### config.mk
export PLATFORM = sky130hd
export DESIGN_NAME = aibio_cdr_pi_ctrl
export DESIGN_NICKNAME = d
export VERILOG_FILES = /design/src/rtl/aibio_cdr_pi_ctrl.sv
export SDC_FILE = /design/constraint.sdc
export NUM_CORES = 1
export LEC_CHECK = 0
export CORE_UTILIZATION = 55
export DETAILED_ROUTE_END_ITERATION = 10
export DONT_BUFFER_PORTS = 1
export GPL_ROUTABILITY_DRIVEN = 1
export PLACE_DENSITY_LB_ADDON = 0.25
export SLEW_MARGIN = 20
export SYNTH_ARGS = -nofsm -noshare
export SYNTH_HDL_FRONTEND = slang
export SYNTH_SLANG_ARGS = --single-unit
export TNS_END_PERCENT = 30
### constraint.sdc
create_clock -name clk_int -period 3.9 [get_ports clk_int]
set_clock_uncertainty 0.05 [all_clocks]
set_input_delay 0.585 -clock clk_int [delete_from_list [all_inputs] [get_ports clk_int]]
set_output_delay 0.585 -clock clk_int [all_outputs]
set_load 0.02 [all_outputs]
### src/rtl/aibio_cdr_pi_ctrl.sv
// CDR phase-interpolator controller: majority-votes synchronized early/late samples per window
// and steps the PI code (coarse ACQ, fine TRACK). Optional code override: `define AIBIO_CDR_CODE_OVRD_EN.
module aibio_cdr_pi_ctrl #(
    parameter int CODE_W   = 7,
    parameter int WIN_LOG2 = 4,
    parameter int DEADBAND = 2,
    parameter int STEP_ACQ = 4,
    parameter int STEP_TRK = 1,
    parameter int LOCK_CNT = 4
) (
    input  logic              clk_int,
    input  logic              rstb,
    input  logic              i_cdr_phdet,
    input  logic              i_cdr_en,
    input  logic [CODE_W-1:0] i_pi_code_init,
`ifdef AIBIO_CDR_CODE_OVRD_EN
    input  logic              i_code_ovrd_en,
    input  logic [CODE_W-1:0] i_code_ovrd,
`endif
    output logic [CODE_W-1:0] o_pi_code,
    output logic              o_pi_upd,
    output logic              o_cdr_lock,
    output logic [1:0]        o_cdr_state
);

    localparam int N     = 1 << WIN_LOG2;
    localparam int UP_TH = N / 2 + DEADBAND;
    localparam int DN_TH = N / 2 - DEADBAND;
    localparam int LCK_W = $clog2(LOCK_CNT + 1);

    typedef enum logic [1:0] {
        ST_IDLE  = 2'd0,
        ST_ACQ   = 2'd1,
        ST_TRACK = 2'd2
    } state_t;

    state_t              state;
    logic                ph_m, ph_s;
    logic [WIN_LOG2-1:0] smp_cnt;
    logic [WIN_LOG2:0]   ones_cnt, ones_sum;
    logic [LCK_W-1:0]    lock_cnt;
    logic                prev_vld, prev_up;
    logic                win_end, dec_up, dec_dn, dec_hold, reversal, same_dir;
    logic [CODE_W-1:0]   step, code_nxt;
    logic                ovrd;
    logic [CODE_W-1:0]   ovrd_code;

`ifdef AIBIO_CDR_CODE_OVRD_EN
    assign ovrd      = i_code_ovrd_en;
    assign ovrd_code = i_code_ovrd;
`else
    assign ovrd      = 1'b0;
    assign ovrd_code = '0;
`endif

    assign o_cdr_state = state;

    always_ff @(posedge clk_int or negedge rstb) begin
        if (!rstb) begin
            ph_m <= 1'b0;
            ph_s <= 1'b0;
        end else begin
            ph_m <= i_cdr_phdet;
            ph_s <= ph_m;
        end
    end

    // The final sample of a window is folded in combinationally so the vote covers all N samples.
    always_comb begin
        ones_sum = ones_cnt + (WIN_LOG2 + 1)'(ph_s);
        win_end  = (state != ST_IDLE) && (&smp_cnt);
        dec_up   = int'(ones_sum) >= UP_TH;
        dec_dn   = !dec_up && (int'(ones_sum) <= DN_TH);
        dec_hold = !dec_up && !dec_dn;
        reversal = prev_vld && ((dec_up && !prev_up) || (dec_dn && prev_up));
        same_dir = prev_vld && ((dec_up && prev_up) || (dec_dn && !prev_up));
        step     = (state == ST_ACQ) ? CODE_W'(STEP_ACQ) : CODE_W'(STEP_TRK);
        code_nxt = dec_up ? o_pi_code + step : o_pi_code - step;
    end

    always_ff @(posedge clk_int or negedge rstb) begin
        if (!rstb) begin
            state      <= ST_IDLE;
            smp_cnt    <= '0;
            ones_cnt   <= '0;
            lock_cnt   <= '0;
            prev_vld   <= 1'b0;
            prev_up    <= 1'b0;
            o_pi_code  <= '0;
            o_pi_upd   <= 1'b0;
            o_cdr_lock <= 1'b0;
        end else begin
            o_pi_upd <= 1'b0;
            if (state == ST_IDLE || !i_cdr_en) begin
                smp_cnt    <= '0;
                ones_cnt   <= '0;
                lock_cnt   <= '0;
                prev_vld   <= 1'b0;
                o_cdr_lock <= 1'b0;
                if (state == ST_IDLE && i_cdr_en) begin
                    state     <= ST_ACQ;
                    o_pi_code <= i_pi_code_init;
                end else begin
                    state <= ST_IDLE;
                end
            end else if (!win_end) begin
                smp_cnt  <= smp_cnt + WIN_LOG2'(1);
                ones_cnt <= ones_sum;
            end else begin
                smp_cnt  <= '0;
                ones_cnt <= '0;
                if (!dec_hold) begin
                    prev_vld  <= 1'b1;
                    prev_up   <= dec_up;
                    o_pi_code <= code_nxt;
                    o_pi_upd  <= 1'b1;
                end
                if (state == ST_ACQ) begin
                    if (dec_hold || reversal)
                        state <= ST_TRACK;
                end else if (same_dir) begin
                    lock_cnt   <= '0;
                    o_cdr_lock <= 1'b0;
                end else if (dec_hold || reversal) begin
                    if (lock_cnt != LCK_W'(LOCK_CNT))
                        lock_cnt <= lock_cnt + LCK_W'(1);
                    if (lock_cnt >= LCK_W'(LOCK_CNT - 1))
                        o_cdr_lock <= 1'b1;
                end
            end
            // Override owns the code; the loop keeps voting and moving state underneath.
            if (ovrd) begin
                o_pi_code  <= ovrd_code;
                o_pi_upd   <= 1'b0;
                o_cdr_lock <= 1'b0;
            end
        end
    end

endmodule

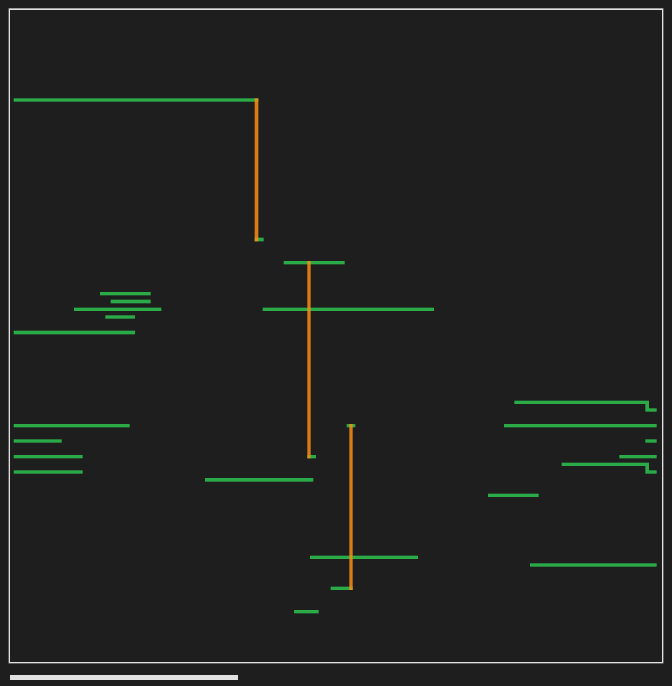
*Metal layers overlaid, run 1*
The bar under the picture is 20 um long. Two of the layers only.
legend:
  met4:
    colour: orange
    wire_length: 43.5 um
  met3:
    colour: green
    wire_length: 170 um
overall track demand over capacity in global routing: 0.240
total number of vias: 1265

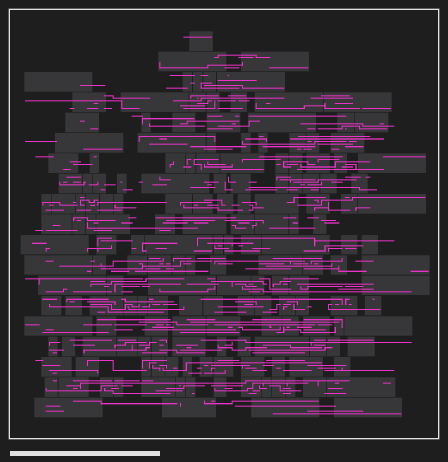
*Met1 routing, run 1*
The bar under the picture is 20 um long.
share of all routed wire: 48%
nets with wire on the layer: 184
routed wire length: 3470 um
global routing met1 resource utilization: 0.347

==> job_summary.md, run 1 <==
### Flow metrics

| Metric | Value |
|---|---|
| Met1 wire length | `1660 um` |
| Filler cell count in the final layout | `243` |
| Maximum level of the CTS H-tree | `1` |
| Top sig layer | `met4` |
| Die Span X | `57.2 um` |
| Tally of buffers added on design ports | `0` |
| Number of clock buffer instances in the layout | `4` |
| Share of the yosys chip area belonging to registers | `0.403` |
| Initial Util | `0.592` |
| Die ar. | `0.00327 mm^2` |
| Dominant kind of combinational cell | `AND-OR/OR-AND gates` |
| Critical path's slowest cell | `dfrtp_1` |
| Minimum setup slack after placement | `724 ps` |
| Internal power component | `0.000392 W` |
| Maximum fanout encountered on the critical timing path | `4` |
| Number of antenna violations at the first check in global routing | `0` |
| Area leader, netlist | `dfrtp_1` |
| Relative contribution of combinational cells to total power | `0.209` |
| Critical path cell sequence | `ha_1 > ha_1 > o21ai_0 > a21oi_1 > a21oi_2 > nand2b_1 > ha_1 > nor2b_1 > o31a_1 > o21a_1 > or3_1 > a31oi_1 > nand3b_1` |
| Share of the final layout cell area in multi-input gates | `0.540` |
| Synthesized net count | `193` |
| Result of the run | `finished with violations` |
| Cell area after placement | `0.00171 mm^2` |
| Remaining DRCs | `4` |
| Top post-synthesis cells by area | `dfrtp_1 (40%), ha_1 (9.7%), o21ai_0 (3.6%), a21oi_1 (3.0%), nand3_1 (3.0%)` |
| Post-route worst hold slack | `223 ps` |
| Cell count after placement | `198` |
| Residual overflow from global routing | `0` |
| Final nets | `199` |
| Latest clock arrival within the worst-skew pair | `330 ps` |
| Post-Syn Area | `0.00168 mm^2` |
| Part of the cycle the worst path needs | `0.836` |
| Clock Path Buffers | `2` |
| Minimum clock period | `3260 ps` |
| Sequential cell area share | `0.382` |
| Maximum VDD drop | `0.215 mV` |
| Share of synthesized cell area in and-or and or-and compound cells | `0.200` |
| Sink count of the clock tree | `27` |
| Initial drt markers | `47` |
| Reported max-cap violation count | `0` |
| Count of inserted antenna diode cells | `0` |
| Async set or reset register ratio after synthesis | `1.00` |
| Count of inverters not on the clock network in the layout | `7` |
| Synth top area share | `0.403` |
| Detailed-routing iteration count for the pre-antenna-repair pass | `7` |
| Violations in the final reports | `design-rule violations` |
| Number of top-level pins | `22` |
| Adder-Cell Fraction of Synth Area | `0.109` |
| Pleak | `0.816 nW` |
| Pins Over Slew Limit | `0` |
| Vias in the first global route | `1288` |
| Number of warning messages in the logs | `28` |
| Routed wl met3 | `169 um` |
| Clock network fraction of total power | `0.215` |
| Power consumption | `0.000573 W` |
| Flop pwr share | `0.576` |
| Clock edge transition at the registers on the reported setup and hold paths | `150 ps` |
| Min-Delay Path Class | `in -> reg` |
| Largest stage delay on the critical path | `400 ps` |
| CP endpoint kind | `flip-flop` |
| Post-synth tally of flip-flops with integrated enable | `0` |
| XOR/XNOR Area Share | `0.0612` |
| Simple Share, Synth | `0.173` |
| Pwr top | `sequential cells` |
| Setup TNS | `0 ps` |
| Pin count of the biggest net entering global routing | `28` |
| Power per Cell Area | `324 mW/mm^2` |
| Y dimension of the die | `57.2 um` |
| Cell count after synthesis | `168` |
| GPL Wtd Cong | `0.841` |
| Top cell category | `logic gates` |
| Register area | `676 um^2` |
| Max FFs per register | `7` |
| Clk power | `0.000123 W` |
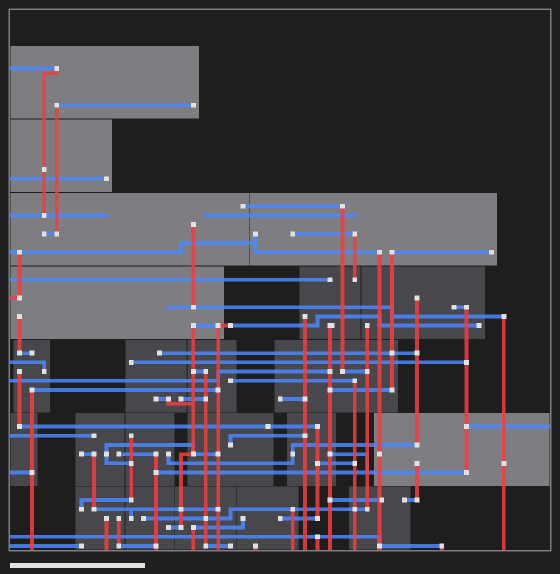
*A small window of the routed layout, run 1*
The bar under the picture is 5 um long. Window x 33 to 53, y 33 to 53 um. Cells in grey, sequential cells in the stronger grey; small squares are vias.
legend:
  met1:
    colour: blue
  met2:
    colour: red
sequential cells in the window: 5
cells with their middle in the window: 20
most frequent: dfrtp_1 (5), and3_1 (3)
netlist names of flops here include: `ones_cnt` (3)

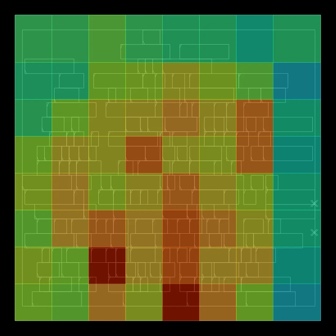
*Congestion heat map, run 1*
met3 global-route usage: 0.0363
M2 GR Usage: 0.378
grt peak-use layer: met2
average wire length per cell after detail routing: 17.0 um
Final Util: 0.625

-- run 1: cells in the mapped netlist (all sizes together), types with 2 or more instances --
cell type and count:
a211oi 2, a21o 4, a21oi 12, a22o 3, a31oi 2, and2 3, and3 7, clkbuf 2
dfrtp 27, ha 13, inv 7, mux2 4, nand2 10, nand2b 3, nand3 10, nand3b 2
nand4 2, nor2 13, nor2b 4, o21a 2, o21ai 14, xnor2 5, xor2 5
-- run 1: timing repair --
item | CTS | global route
resized | 0 | 0
hold endpoints to repair | 27 | 27
hold buffers | 1 | 1
-- run 1: layout by cell type, fill, tap and decap left out, drive strengths merged, types with 2 or more instances in the layout --
cell type / synthesis / final
a211oi: 2 / 2
a31oi: 2 / 2
and2: 3 / 3
mux2: 4 / 4
a21oi: 12 / 12
and3: 7 / 7
xor2: 5 / 5
inv: 7 / 7
ha: 13 / 13
o21a: 2 / 2
nand3b: 2 / 2
a22o: 3 / 3
nor2: 13 / 13
nand3: 10 / 10
clkbuf: 2 / 4
o21ai: 14 / 14
buf: 1 / 3
xnor2: 5 / 5
dfrtp: 27 / 27
nand2: 10 / 10
a21o: 4 / 4
nand2b: 3 / 3
nor2b: 4 / 4
nand4: 2 / 2
-- run 1: path summary, 6_finish.rpt --
path	depth (start not counted)	startpoint	endpoint	slack [ps]
min in group asynchronous	2	rstb	o_pi_code[1]	640
worst max-delay path	13	ph_s	o_pi_code[6]	640
worst min register to register	0	ph_m	ph_s	330
worst max register to register	13	ph_s	o_pi_code[6]	640
worst min-delay path	0	i_cdr_phdet	ph_m	220
max in group asynchronous	2	rstb	ph_m	3000
-- run 1: cells by family (layout without fill, tap and decap cells) --
logic type      Yosys count  count (layout)
flops                    27              27
buf+inv                  10              15
compound gates           47              47
xor+xnor                 10              10
fa+ha+maj                14              14
mux                       4               4
simple gates             56              56
==> run 2: changes to the inputs <==
==> constraint.sdc (replaced) <==
create_clock -name clk_int -period 3.1 [get_ports clk_int]
set_clock_uncertainty 0.05 [all_clocks]
set_input_delay 0.465 -clock clk_int [delete_from_list [all_inputs] [get_ports clk_int]]
set_output_delay 0.465 -clock clk_int [all_outputs]
set_load 0.02 [all_outputs]
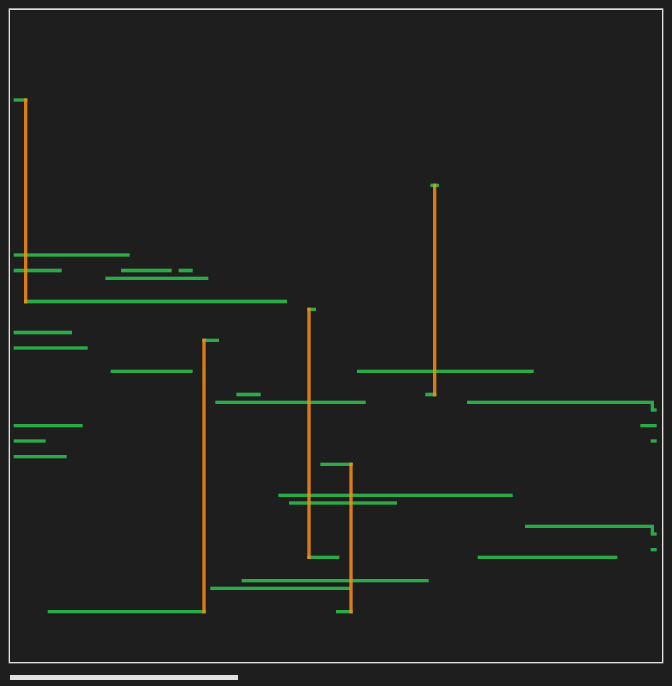
*Metal layers overlaid, run 2*
The bar under the picture is 20 um long. Two of the layers only.
legend:
  met4:
    colour: orange
    wire_length: 94.5 um
  met3:
    colour: green
    wire_length: 234 um
overall track demand over capacity in global routing: 0.252
routed wire length: 3770 um
total number of vias: 1343
average wire length per cell after detail routing: 17.6 um

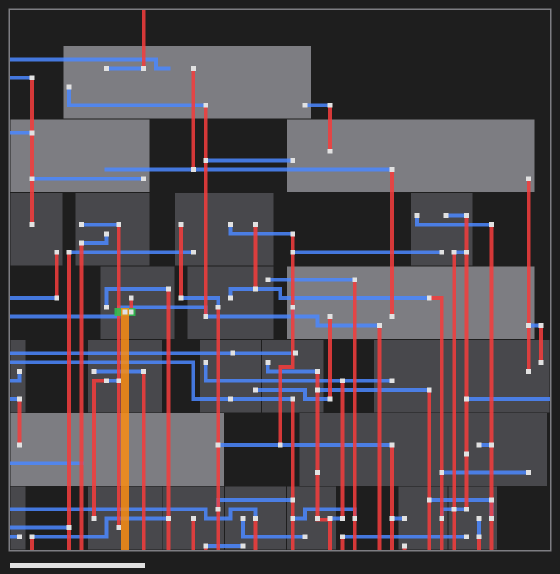
*A small window of the routed layout, run 2*
The bar under the picture is 5 um long. Window x 33 to 53, y 33 to 53 um. Cells in grey, sequential cells in the stronger grey; small squares are vias.

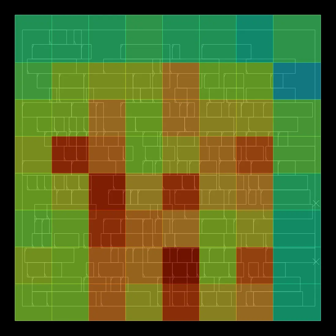
*Congestion heat map, run 2*
M2 GR Usage: 0.395
global routing met1 resource utilization: 0.344
Final Util: 0.692

==> run 2 against run 1 <==
- the run still ends with design-rule violations left
- clock-buffer cell count shrank 1
- cell count is 4.9% higher
- worst setup slack worse by 490 ps
- global-route usage grew 1.1 points
- sequential power is 26% higher
- flip-flop count unchanged
- non-clock buffer count grew 10
==> job_summary.md, run 2 <==
### Flow metrics

| Metric | Value |
|---|---|
| Maximum VDD drop | `0.284 mV (+32%)` |
| Number of antenna violations at the first check in global routing | `0 (unchanged)` |
| Met3 global-route usage | `0.0499 (+0.0136)` |
| Arrival time reported for the critical path endpoint | `3180 ps` |
| Relative contribution of combinational cells to total power | `0.235 (+0.026)` |
| Post-synth tally of flip-flops with integrated enable | `0 (unchanged)` |
| Number of hold buffers added after CTS | `2 (+1)` |
| Synthesized net count | `193 (unchanged)` |
| Vias in the first global route | `1306 (+1.4%)` |
| Result of the run | `finished with violations` |
| DPL Wire Length | `2590 um` |
| Cell count after synthesis | `168 (unchanged)` |
| Filler cell count in the final layout | `217 (-11%)` |
| Largest stage delay on the critical path | `430 ps (+30 ps)` |
| Final hold violation count | `0` |
| Pleak | `0.888 nW (+8.8%)` |
| Reported max-cap violation count | `0 (unchanged)` |
| Clock Path Buffers | `2 (unchanged)` |
| Residual overflow from global routing | `0 (unchanged)` |
| Sink count of the clock tree | `27 (unchanged)` |
| Grt peak-use layer | `met2` |
| GPL Wtd Cong | `0.840 (about the same)` |
| Initial Util | `0.592 (unchanged)` |
| Met1 wire length | `1680 um (+1.4%)` |
| Total cell area reported by yosys after synthesis | `0.00168 mm^2` |
| Number of top-level pins | `22 (unchanged)` |
| Final setup violating endpoints | `0` |
| Max FFs per register | `7 (unchanged)` |
| Commonest non-fill, non-tap cells in the layout | `dfrtp_1 (27), nor2_1 (12), buf_4 (11), o21ai_0 (10), nand3_1 (9)` |
| Net switching component of the power | `0.000245 W` |
| Buffers inserted by post-CTS timing repair | `5` |
| Area leader, netlist | `dfrtp_1` |
| Fmax achieved | `0.339 GHz` |
| Remaining DRCs | `2 (-2)` |
| Top post-synthesis cells by area | `dfrtp_1 (40%), ha_1 (9.7%), o21ai_0 (3.6%), a21oi_1 (3.0%), nand3_1 (3.0%)` |
| CP endpoint kind | `flip-flop` |
| Share of the yosys chip area belonging to registers | `0.403 (unchanged)` |
| Power per Cell Area | `386 mW/mm^2 (+19%)` |
| Minimum clock period | `2950 ps (-309 ps)` |
| Die Span X | `57.2 um (unchanged)` |
| Most common cell on crit path | `ha_4` |
| Detailed-routing iteration count for the pre-antenna-repair pass | `7 (unchanged)` |
| Synth top area share | `0.403 (unchanged)` |
| Setup TNS | `0 ps (unchanged)` |
| Internal power component | `0.000511 W (+30%)` |
| Dominant cell by count in the synthesized netlist | `dfrtp_1` |
| Detail Route Antenna Nets | `0` |
| Maximum level of the CTS H-tree | `1 (unchanged)` |
| Maximum fanout encountered on the critical timing path | `4 (unchanged)` |
| Die ar. | `0.00327 mm^2 (unchanged)` |
| Count of inserted antenna diode cells | `0 (unchanged)` |
| Largest registers ranked by flip-flop count | `o_pi_code (7), ones_cnt (5), smp_cnt (4)` |
| Pins Over Slew Limit | `0 (unchanged)` |
| Most frequent cells after synthesis | `dfrtp_1 (27), ha_1 (13), nor2_1 (12), o21ai_0 (12)` |
| Y dimension of the die | `57.2 um (unchanged)` |
| Startpoint type of the worst setup path | `flip-flop` |
| Clock edge transition at the registers on the reported setup and hold paths | `150 ps (about the same)` |
| Register with the most flip-flops | `o_pi_code` |
| Setup repair after global routing missed its margin | `yes` |
| Cell count after placement | `201 (+1.5%)` |
| Top sig layer | `met4` |
| Register area | `676 um^2 (unchanged)` |
| Part of the cycle the worst path needs | `0.952 (+0.116)` |
| Post-Syn Area | `0.00168 mm^2 (unchanged)` |
| Flop pwr share | `0.553 (-0.023)` |
| Top cell excl fill/tap | `dfrtp_1` |
| Clock network fraction of total power | `0.212 (-0.003)` |
| Pin count of the biggest net entering global routing | `28 (unchanged)` |
| Critical path cell sequence | `ha_4 > ha_4 > o21ai_2 > a21oi_2 > a21oi_2 > nand2b_4 > ha_4 > nor2b_4 > o31a_1 > o21a_1 > or3_4 > a31oi_1 > nand3b_1` |
| Async set or reset register ratio after synthesis | `1.00 (unchanged)` |
| Number of warning messages in the logs | `29 (+3.6%)` |
| Tally of buffers added on design ports | `0 (unchanged)` |
| Latest clock arrival within the worst-skew pair | `330 ps (about the same)` |
| Area added between synthesis and finish | `16.8%` |
| Critical path's slowest cell | `dfrtp_1` |
| Number of instances resized during post-cts repair | `1 (+1)` |
| Min-Delay Path Class | `in -> reg` |
| Initial drt markers | `40 (-15%)` |
| Violations in the final reports | `design-rule violations` |
| Count of yosys warnings during synthesis | `0` |
| Final nets | `209 (+5.0%)` |
| Routed wl met3 | `233 um (+38%)` |
==> run 2: area by class of cell <==
class / count / share of cell area
clock buffers: 3 / 0.0115
multi-input cells: 131 / 0.544
repair buffers: 14 / 0.0633
clock inverters: 1 / 0.00256
inverters: 7 / 0.0134
well taps: 31 / 0.0198
flip-flops and latches: 27 / 0.345
==> run 2: power by group through the flow <==
stage	sequential [W]	combinational, W	clock [W]
after floorplan	0.000415	0.000113	0
after global routing	0.000420	0.000200	0.000175
after global placement	0.000420	0.000134	0
after CTS	0.000414	0.000155	0.000163
after detailed placement	0.000421	0.000142	0
final	0.000417	0.000178	0.000160
==> run 2: stage by stage <==
step | hold WS (ps) | setup slack, ps | instance area [um^2] | power, W
floorplan | 119 | 7.68 | 1690 | 0.000528
global route | 64.4 | 5.64 | 1960 | 0.000795
finish | 90.2 | 149 | 1960 | 0.000755
global placement | 120 | 138 | 1750 | 0.000554
CTS | 78.4 | 0.639 | 1840 | 0.000732
detailed placement | 120 | 4.60 | 1750 | 0.000563
==> run 2: logic make-up after synthesis <==
group	share of synthesized area
adders and majority gates	0.109
buffers and inverters	0.0269
AOI/OAI and AO/OA	0.200
DFF	0.403
muxes	0.0269
xor gates and xnor gates	0.0612
and+or+nand+nor	0.173
==> run 2: final timing paths <==
path / from / depth (start not counted) / to / slack (ps)
min in group asynchronous: rstb / 2 / o_pi_upd / 510
max in group asynchronous: rstb / 2 / smp_cnt[3] / 2340
worst max-delay path: ph_s / 13 / o_pi_code[6] / 150
worst min-delay path: i_cdr_phdet / 0 / ph_m / 90
worst max register to register: ph_s / 13 / o_pi_code[6] / 150
worst min register to register: ph_m / 0 / ph_s / 320
### Met1 routing, run 2

The bar under the picture is 20 um long.
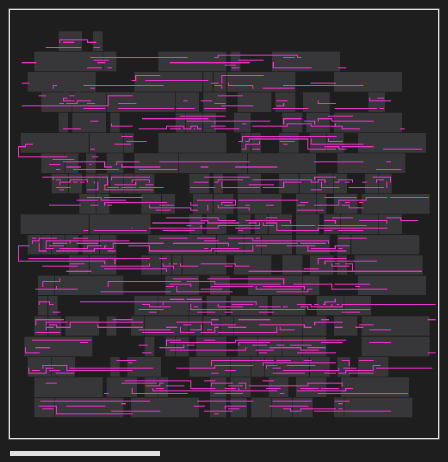

==> run 3: changes to the inputs <==
--- a/config.mk
+++ b/config.mk
@@ -6,6 +6,7 @@
 export NUM_CORES = 1
 export LEC_CHECK = 0
 export CORE_UTILIZATION = 55
+export CTS_CLUSTER_SIZE = 10
 export DETAILED_ROUTE_END_ITERATION = 10
 export DONT_BUFFER_PORTS = 1
 export GPL_ROUTABILITY_DRIVEN = 1
==> constraint.sdc (replaced) <==
create_clock -name clk_int -period 3.1 [get_ports clk_int]
set_clock_uncertainty 0.05 [all_clocks]
set_input_delay 0.465 -clock clk_int [delete_from_list [all_inputs] [get_ports clk_int]]
set_output_delay 0.465 -clock clk_int [all_outputs]
set_load 0.01 [all_outputs]
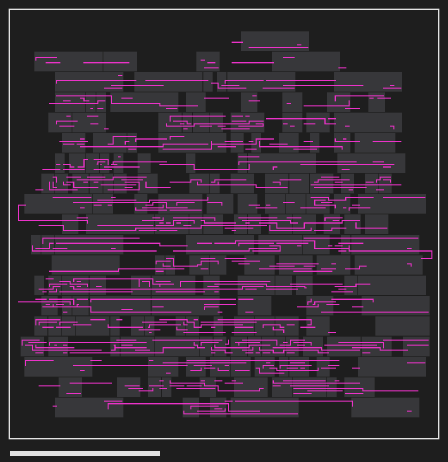
*Met1 routing, run 3*
The bar under the picture is 20 um long.
routed wire length: 3580 um
global routing met1 resource utilization: 0.325
total number of vias: 1294

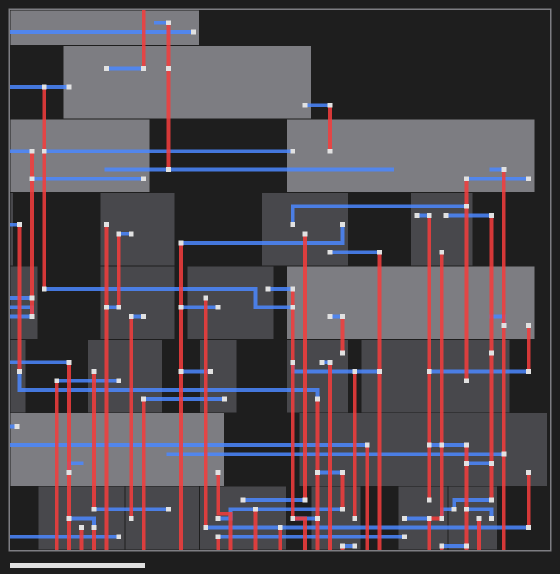
*A small window of the routed layout, run 3*
The bar under the picture is 5 um long. Window x 33 to 53, y 33 to 53 um. Cells in grey, sequential cells in the stronger grey; small squares are vias.
legend:
  met1:
    colour: blue
  met2:
    colour: red
netlist names of flops here include: `ones_cnt` (2)
sequential cells in the window: 5
most frequent: dfrtp_1 (5), buf_4 (4)
cells with their middle in the window: 21

==> run 3 against run 2 <==
- the run still ends with design-rule violations left
- power decreased by 5.2%
- via count decreased by 3.6%
- first-iteration DRC count increased by 15%
- non-clock buffer count decreased by 2
- cell count decreased by 0.93%
- sequential power decreased by 4%
- sequential share of layout area increased by 1.5 points
- cell area decreased by 4.1%
- flip-flop count unchanged
- critical endpoint unchanged
==> job_summary.md, run 3 <==
### Flow metrics

| Metric | Value |
|---|---|
| Result of the run | `finished with violations` |
| Share of the yosys chip area belonging to registers | `0.403 (unchanged)` |
| Initial Util | `0.592 (unchanged)` |
| Critical path's slowest cell | `dfrtp_1` |
| Detail Route Antenna Nets | `0 (unchanged)` |
| Fmax achieved | `0.328 GHz (-3.3%)` |
| Total cell area reported by yosys after synthesis | `0.00168 mm^2 (unchanged)` |
| Setup TNS | `0 ps (unchanged)` |
| Met3 global-route usage | `0.0363 (-0.0136)` |
| Max FFs per register | `7 (unchanged)` |
| Post-synth tally of flip-flops with integrated enable | `0 (unchanged)` |
| Maximum fanout encountered on the critical timing path | `4 (unchanged)` |
| Inserted Clock Buffers | `3` |
| Power consumption | `0.000716 W (-5.2%)` |
| Yosys cell count | `168` |
| Max-slew headroom at the worst pin | `0.706` |
| Floorplan Core Area | `0.00283 mm^2` |
| Vias in the first global route | `1298 (-0.61%)` |
| Number of top-level pins | `22 (unchanged)` |
| Clock edge transition at the registers on the reported setup and hold paths | `140 ps (about the same)` |
| Most common cell on crit path | `nor2b_2` |
| Part of the cycle the worst path needs | `0.984 (+0.0320)` |
| Flops out of synthesis | `27` |
| Reported max-cap violation count | `0 (unchanged)` |
| Average cell area after synthesis | `9.97 um^2` |
| Top post-synthesis cells by area | `dfrtp_1 (40%), ha_1 (9.7%), o21ai_0 (3.6%), a21oi_1 (3.0%), nand3_1 (3.0%)` |
| Critical Path RT | `3330 ps` |
| Startpoint type of the worst setup path | `flip-flop` |
| Area leader, netlist | `dfrtp_1` |
| Pin count of the biggest net entering global routing | `28 (unchanged)` |
| CTS Root Cell | `clkbuf_4` |
| Arrival time reported for the critical path endpoint | `3280 ps (+100 ps)` |
| Minimum setup slack after placement | `0.971 ps (-3.63 ps)` |
| Final hold violation count | `0 (unchanged)` |
| Remaining DRCs | `4 (+2)` |
| Buffer and inverter count on the worst path | `0` |
| Number of antenna violations at the first check in global routing | `0 (unchanged)` |
| Most frequent cells after synthesis | `dfrtp_1 (27), ha_1 (13), nor2_1 (12), o21ai_0 (12)` |
| Y dimension of the die | `57.2 um (unchanged)` |
| Met1 wire length | `1660 um (-1.4%)` |
| Count of inserted antenna diode cells | `0 (unchanged)` |
| Tally of buffers added on design ports | `0 (unchanged)` |
| Top sig layer | `met4` |
| Count of yosys warnings during synthesis | `0 (unchanged)` |
| Detailed-routing iteration count for the pre-antenna-repair pass | `7 (unchanged)` |
| Final setup violating endpoints | `0 (unchanged)` |
| Post-layout worst setup margin | `49.8 ps (-99.2 ps)` |
| Power per Cell Area | `382 mW/mm^2 (-1.1%)` |
| Routed wl met3 | `189 um (-19%)` |
| Worst-Margin Slew | `441 ps` |
| GPL Wtd Cong | `0.839 (about the same)` |
| Number of warning messages in the logs | `28 (-3.4%)` |
| Minimum clock period | `3050 ps (+99.2 ps)` |
| Dominant synthesized flop cell | `dfrtp_1` |
| Pleak | `0.866 nW (-2.5%)` |
| Latest clock arrival within the worst-skew pair | `330 ps (about the same)` |
| Total number of placement rows | `19` |
| Maximum level of the CTS H-tree | `1 (unchanged)` |
| Synth top area share | `0.403 (unchanged)` |
| Residual overflow from global routing | `0 (unchanged)` |
| Top cell excl fill/tap | `dfrtp_1` |
| Async set or reset register ratio after synthesis | `1.00 (unchanged)` |
| Commonest non-fill, non-tap cells in the layout | `dfrtp_1 (27), nor2_1 (12), o21ai_0 (11), ha_1 (11)` |
| Violations in the final reports | `design-rule violations` |
| Register with the most flip-flops | `o_pi_code` |
| Clock tree from TritonCTS | `built` |
| Cell family with the largest share of critical-path delay | `simple AND/OR/NAND/NOR gates` |
| Synthesized net count | `193 (unchanged)` |
| Largest registers ranked by flip-flop count | `o_pi_code (7), ones_cnt (5), smp_cnt (4)` |
| DPL Wire Length | `2540 um (-1.7%)` |
| Distinct cells, synth | `44` |
| CP endpoint kind | `flip-flop` |
| Filler cell count in the final layout | `231 (+6.5%)` |
| Initial drt markers | `46 (+15%)` |
| Maximum VDD drop | `0.228 mV (-20%)` |
| Proportion of layout cells with a drive suffix above 1 | `0.188` |
| Area added between synthesis and finish | `12.0%` |
| Cell count after synthesis | `168 (unchanged)` |
| Die Span X | `57.2 um (unchanged)` |
| Clock Path Buffers | `2 (unchanged)` |
| Via count normalized by instance count | `6.10` |
| DR WL met2 | `1670 um` |
| Sink count of the clock tree | `27 (unchanged)` |
| Kind of critical path | `reg -> reg` |
| Largest stage delay on the critical path | `400 ps (-30 ps)` |
| Post-Syn Area | `0.00168 mm^2 (unchanged)` |
| Global-route wire length before repair | `5950 um` |
| Min-Delay Path Class | `in -> reg` |
| Grt peak-use layer | `met2` |
| Die ar. | `0.00327 mm^2 (unchanged)` |
| Pins Over Slew Limit | `0 (unchanged)` |
| Final nets | `207 (-0.96%)` |
| Critical path cell sequence | `ha_2 > ha_4 > nor2b_2 > o21ai_2 > a21oi_2 > nand2b_4 > ha_1 > nor2b_2 > o31a_1 > o21a_1 > or3_1 > a31oi_1 > nand3b_1` |
| Dominant cell by count in the synthesized netlist | `dfrtp_1` |
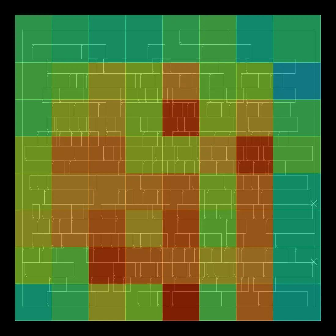
*Congestion heat map, run 3*
M2 GR Usage: 0.382
average wire length per cell after detail routing: 16.9 um
overall track demand over capacity in global routing: 0.240
Final Util: 0.663

-- run 3: power by group --
group / leakage, nW / internal, W / switching [W]
sequential: 0.355 / 0.000372 / 0.0000298
clock: 0.0150 / 0.0000506 / 0.000107
combinational: 0.496 / 0.0000765 / 0.0000805
total: 0.866 / 0.000499 / 0.000217
-- run 3: through the flow --
step | instance area (um^2) | util | instances | hold WS (ps)
after CTS | 1840 | 0.651 | 212 | 82.4
after global placement | 1740 | 0.614 | 200 | 120
after global routing | 1880 | 0.663 | 212 | 72.1
after floorplan | 1690 | - | 168 | 119
final | 1880 | 0.663 | 212 | 89.1
after detailed placement | 1740 | 0.614 | 200 | 120
-- run 3: timing repair --
item | CTS | global route
endpoints found under the setup margin | 1 | 2
buffers inserted | 6 | 0
hold buffers | 2 | 0
resized | 1 | 10
endpoints found under the hold margin | 27 | 0
pin swaps | 1 | 3
-- run 3: final timing paths --
kind,to,startpoint,cells past startpoint,slack [ps]
min in group asynchronous,o_pi_code[3],rstb,2,490
worst max-delay path,o_pi_code[6],ph_s,13,50
worst max register to register,o_pi_code[6],ph_s,13,50
worst min register to register,ph_s,ph_m,0,320
worst min-delay path,ph_m,i_cdr_phdet,0,90
max in group asynchronous,o_cdr_lock,rstb,2,2350
-- run 3: cells by family after synthesis --
group / count (synthesis) / share of synthesized area
mux: 4 / 0.0269
compound gates: 47 / 0.200
simple gates: 56 / 0.173
buf+inv: 10 / 0.0269
flops: 27 / 0.403
xor+xnor: 10 / 0.0612
fa+ha+maj: 14 / 0.109
-- run 3: layout make-up --
cell class                 instances  area, um^2  share of cell area
tap                               31        38.8              0.0207
timing repair buffer              12         109              0.0580
inverter                           7        26.3              0.0140
sequential                        27         676               0.360
clock buffer                       4        26.3              0.0140
multi-input combinational        131        1000               0.533
Power and IR drop assume default switching activity.
